**Run 1: M1 wires**

Supply wires on this layer in gray.
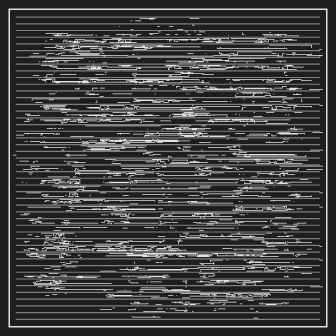
**Run 1: met2 routing**

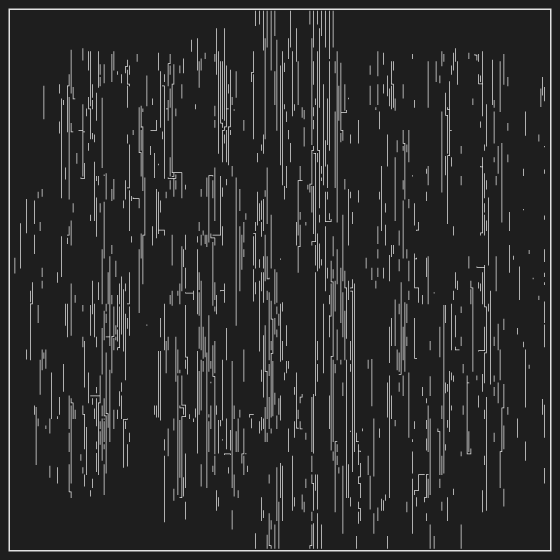
**Run 1: M3 wires**

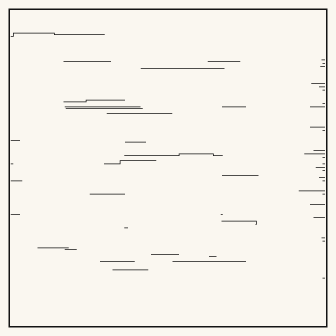
**Run 1: signal wires on met4**

The bar under the picture is 50 µm long. Supply wires on this layer in gray.
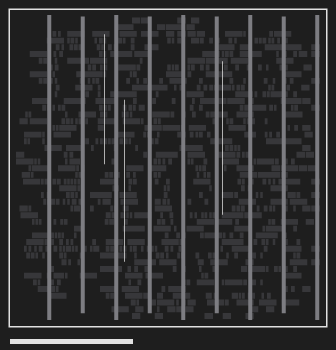
[config.mk]
export PLATFORM = sky130hd
export DESIGN_NAME = i2s_rx
export DESIGN_NICKNAME = d
export VERILOG_FILES = /design/src/rtl/i2s_rx.sv
export SDC_FILE = /design/constraint.sdc
export NUM_CORES = 1
export LEC_CHECK = 0
export ABC_AREA = 1
export CELL_PAD_IN_SITES_DETAIL_PLACEMENT = 0
export CELL_PAD_IN_SITES_GLOBAL_PLACEMENT = 2
export CORE_MARGIN = 2
export CORE_UTILIZATION = 31
export CTS_CLUSTER_SIZE = 24
export DETAILED_ROUTE_END_ITERATION = 8
export MAX_ROUTING_LAYER = met4
export PLACE_DENSITY_LB_ADDON = 0.12
export SLEW_MARGIN = 20
export SYNTH_ARGS = -nofsm -noshare
export SYNTH_HDL_FRONTEND = slang
export SYNTH_SLANG_ARGS = --single-unit
[constraint.sdc]
create_clock -name clk_i -period 2.6 [get_ports clk_i]
set_clock_uncertainty 0.2 [all_clocks]
set_input_delay 0.39 -clock clk_i [delete_from_list [all_inputs] [get_ports clk_i]]
set_output_delay 0.39 -clock clk_i [all_outputs]
set_load 0.02 [all_outputs]
[src/rtl/i2s_rx.sv]
// rtl/i2s_rx.sv - I2S slave receiver delivering stereo frames through a valid/ready register
module i2s_rx #(
    parameter int SAMPLE_WIDTH    = 24,
    parameter int FRAME_SLOT_BITS = 32
) (
    input  logic                    clk_i,
    input  logic                    rst_i,
    input  logic                    enable_i,
    input  logic                    bclk_i,
    input  logic                    lrclk_i,
    input  logic                    sdata_i,
    output logic [SAMPLE_WIDTH-1:0] left_o,
    output logic [SAMPLE_WIDTH-1:0] right_o,
    output logic                    valid_o,
    input  logic                    ready_i,
    output logic                    overrun_o,
    output logic                    frame_err_o
);

    // Counter must hold FRAME_SLOT_BITS itself, the saturation value.
    localparam int CW = $clog2(FRAME_SLOT_BITS + 1);
    localparam logic [CW-1:0] CNT_MAX  = CW'(FRAME_SLOT_BITS);
    localparam logic [CW-1:0] CNT_LAST = CW'(FRAME_SLOT_BITS - 1);
    localparam logic [CW-1:0] CNT_SW   = CW'(SAMPLE_WIDTH);

    typedef enum logic {
        ST_SYNC = 1'b0,
        ST_RUN  = 1'b1
    } state_t;

    // Synchronizer chains and bclk edge history
    logic bclk_m_q, bclk_s_q, bclk_q;
    logic lrclk_m_q, lrclk_s_q;
    logic sdata_m_q, sdata_s_q;

    // Receive state
    state_t                  state_q;
    logic                    lr_prev_q;
    logic [CW-1:0]           cnt_q;
    logic [SAMPLE_WIDTH-1:0] sr_q;
    logic [SAMPLE_WIDTH-1:0] sr_d;
    logic [SAMPLE_WIDTH-1:0] left_hold_q;
    logic                    left_have_q;

    // Output register
    logic [SAMPLE_WIDTH-1:0] left_q;
    logic [SAMPLE_WIDTH-1:0] right_q;
    logic                    valid_q;
    logic                    overrun_q;
    logic                    frame_err_q;

    logic                    rise_w;
    logic                    step_w;
    logic                    change_w;
    logic                    frame_done_w;
    logic [SAMPLE_WIDTH:0]   sr_ext_w;

    assign rise_w   = bclk_s_q & ~bclk_q;
    assign step_w   = rise_w & enable_i;
    assign change_w = lrclk_s_q ^ lr_prev_q;
    // Widened by one so the shift also works for a single-bit sample.
    assign sr_ext_w = {sr_q, sdata_s_q};

    // A right word closing a slot of correct length, with a left word already held.
    assign frame_done_w = step_w && (state_q == ST_RUN) && change_w &&
                          (cnt_q == CNT_LAST) && lr_prev_q && left_have_q;

    // Shift in the current bit only while still inside the captured sample width
    always_comb begin
        sr_d = sr_q;
        if (cnt_q < CNT_SW) begin
            sr_d = sr_ext_w[SAMPLE_WIDTH-1:0];
        end
    end

    // Two-flop synchronizers for the asynchronous I2S lines, plus one bclk delay for edge detect
    always_ff @(posedge clk_i) begin
        if (rst_i) begin
            bclk_m_q  <= 1'b0;
            bclk_s_q  <= 1'b0;
            bclk_q    <= 1'b0;
            lrclk_m_q <= 1'b0;
            lrclk_s_q <= 1'b0;
            sdata_m_q <= 1'b0;
            sdata_s_q <= 1'b0;
        end else begin
            bclk_m_q  <= bclk_i;
            bclk_s_q  <= bclk_m_q;
            bclk_q    <= bclk_s_q;
            lrclk_m_q <= lrclk_i;
            lrclk_s_q <= lrclk_m_q;
            sdata_m_q <= sdata_i;
            sdata_s_q <= sdata_m_q;
        end
    end

    // Slot-tracking FSM, deserializer and single-entry output register with pulse flags
    always_ff @(posedge clk_i) begin
        if (rst_i) begin
            state_q     <= ST_SYNC;
            lr_prev_q   <= 1'b0;
            cnt_q       <= '0;
            sr_q        <= '0;
            left_hold_q <= '0;
            left_have_q <= 1'b0;
            left_q      <= '0;
            right_q     <= '0;
            valid_q     <= 1'b0;
            overrun_q   <= 1'b0;
            frame_err_q <= 1'b0;
        end else begin
            overrun_q   <= 1'b0;
            frame_err_q <= 1'b0;

            // Output side: keeps running even when reception is disabled.
            if (frame_done_w) begin
                if (!valid_q || ready_i) begin
                    left_q  <= left_hold_q;
                    right_q <= sr_d;
                    valid_q <= 1'b1;
                end else begin
                    overrun_q <= 1'b1;
                end
            end else if (valid_q && ready_i) begin
                valid_q <= 1'b0;
            end

            if (!enable_i) begin
                state_q     <= ST_SYNC;
                left_have_q <= 1'b0;
            end else if (rise_w) begin
                lr_prev_q <= lrclk_s_q;
                case (state_q)
                    ST_SYNC: begin
                        // Lock on at the start of a left slot; data before that is ignored.
                        if (change_w && !lrclk_s_q) begin
                            state_q     <= ST_RUN;
                            cnt_q       <= '0;
                            left_have_q <= 1'b0;
                        end
                    end
                    ST_RUN: begin
                        // The change rise still carries the last bit of the closing slot.
                        sr_q <= sr_d;
                        if (change_w) begin
                            cnt_q <= '0;
                            if (cnt_q != CNT_LAST) begin
                                frame_err_q <= 1'b1;
                                left_have_q <= 1'b0;
                                if (lrclk_s_q) begin
                                    state_q <= ST_SYNC;
                                end
                            end else if (!lr_prev_q) begin
                                left_hold_q <= sr_d;
                                left_have_q <= 1'b1;
                            end else begin
                                left_have_q <= 1'b0;
                            end
                        end else if (cnt_q != CNT_MAX) begin
                            cnt_q <= cnt_q + 1'b1;
                        end
                    end
                    default: begin
                        state_q <= ST_SYNC;
                    end
                endcase
            end
        end
    end

    assign left_o      = left_q;
    assign right_o     = right_q;
    assign valid_o     = valid_q;
    assign overrun_o   = overrun_q;
    assign frame_err_o = frame_err_q;

endmodule

==> flow_metrics.py, run 1 <==
# Synthesis and PnR figures
metrics = {
    "global_routing": {
        "grt_pass1_wl_um": 20300,
        "grt_max_degree": 77,
    },
    "flow_run": {
        "openroad.warnings": 27,
    },
    "finish": {
        "drive_gt1_frac": 0.0706,
        "logic_area_um2": 1980,
        "clk_share": 0.107,
        "fin_util": 0.406,
    },
    "synth": {
        "syn-cell-area_um2": 4770,
        "syn_inst": 652,
        "synth-edff-count": 0,
        "floorplan.nets": 662,
        "ys_sh_adder": 0.00788,
    },
    "hold_path": {
        "hp-start": "bclk_m_q",
    },
    "critical_path": {
        "crit_chain": "inv_1 > ha_1 > inv_1 > nand2_1 > nor2_2 > inv_2 > nor2_8 > buf_12 > nand3_1 > nand2_1 > nor2_1",
        "worstPathRequired_ns": 2.70,
        "start_kind": "register",
    },
    "clock_tree": {
        "clk_pin_slew_ns": 0.05,
        "cts_tree": "done",
    },
    "sta": {
        "tns_ns": 0,
        "fin_crit_ns": 2.18,
        "fmax_ghz": 0.459,
        "rsz0062_at_grt": "no",
    },
    "outcome": {
        "outcome": "completed",
    },
    "floorplan": {
        "coreArea_um2": 15100,
        "die_w_um": 128,
    },
    "power": {
        "powerClk_mw": 2.57,
        "clkPwrFrac": 0.580,
        "power.internal_mw": 3.57,
    },
    "placed_design": {
        "portBuffers": 57,
    },
}
About 'M1 wires':
main direction: horizontal
nets with wire on the layer: 668
wire length on this layer: 6120 µm
share of all routed wire: 50%
longest straight run: 44.9 µm

About 'met2 routing':
wire length on this layer: 5320 µm
longest straight run: 42.8 µm
main direction: vertical
share of all routed wire: 44%
final WL: 12100 µm
via count: 4186
met2 global-route usage: 0.230

About 'M3 wires':
wire length on this layer: 513 µm
nets with wire on the layer: 42
routing usage on met3: 0.0392

About 'signal wires on met4':
wire length on this layer: 180 µm
share of all routed wire: 1.5%
longest straight run: 65.3 µm

**Run 1: clock routing**

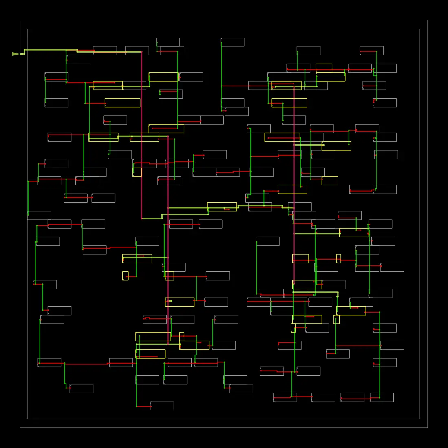

==> run 2, diff against run 1 <==
clock period = 2.1 ns   (was 2.6 ns; I/O delays follow)
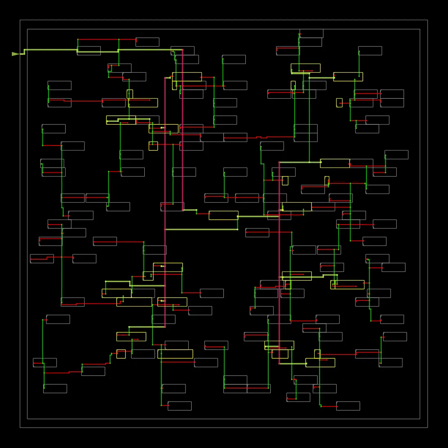
**Above:** run 2 (clock routing).
CTS Buf Count: 17
clk latency late pin: 0.41 ns

==> run 2 against run 1 <==
Against the previous run: power is 15% higher; die area stayed put; combinational power up 33%; synthesized area is the same; core utilization up 1.1 points; critical path type unchanged; first-iteration DRC count is 3.8% lower; non-clock buffer count grew 17; synthesized cell count unchanged; routed wire length rose by 3.3%.
==> flow_metrics.py, run 2 <==
# Synthesis and PnR figures
metrics = {
    "hold_path": {
        "hp-start": "lrclk_m_q",
    },
    "power": {
        "power.internal_mw": 4.00,
        "clkPwrFrac": 0.544,
    },
    "global_routing": {
        "grt_util_met2": 0.234,
        "met3_usage": 0.0401,
        "grt_max_degree": 77,
        "grt_pass1_wl_um": 20300,
    },
    "placed_design": {
        "dp.cells": 874,
        "portBuffers": 57,
    },
    "routing": {
        "wl_um": 12500,
        "vias": 4239,
        "wire_per_inst_um": 13.7,
    },
    "finish": {
        "drive_gt1_frac": 0.0966,
        "fin_util": 0.417,
        "clk_share": 0.0896,
        "n_fill_cell": 1574,
        "diodes": 0,
        "logic_area_um2": 2010,
        "num-multi-input-gates": 424,
    },
    "flow_run": {
        "openroad.warnings": 27,
    },
    "synth": {
        "syn_inst": 652,
        "mux_area_frac": 0,
        "syn-cell-area_um2": 4770,
        "ys_sh_adder": 0.00788,
        "synth-edff-count": 0,
        "ys_seq_frac": 0.483,
    },
    "sta": {
        "fin_crit_ns": 1.94,
        "rsz0062_at_grt": "no",
        "tns_ns": 0,
        "fmax_ghz": 0.515,
    },
    "critical_path": {
        "r2r_start": "lrclk_s_q",
        "worstPathRequired_ns": 2.20,
        "crit_chain": "inv_1 > ha_4 > inv_1 > nand2_2 > nor2_4 > inv_2 > nor2_8 > clkbuf_16 > nand3_1 > nand2_1 > nor2_1",
        "start_kind": "register",
    },
    "outcome": {
        "outcome": "completed",
    },
    "floorplan": {
        "die_w_um": 128,
    },
}
Power and IR drop assume default switching activity.
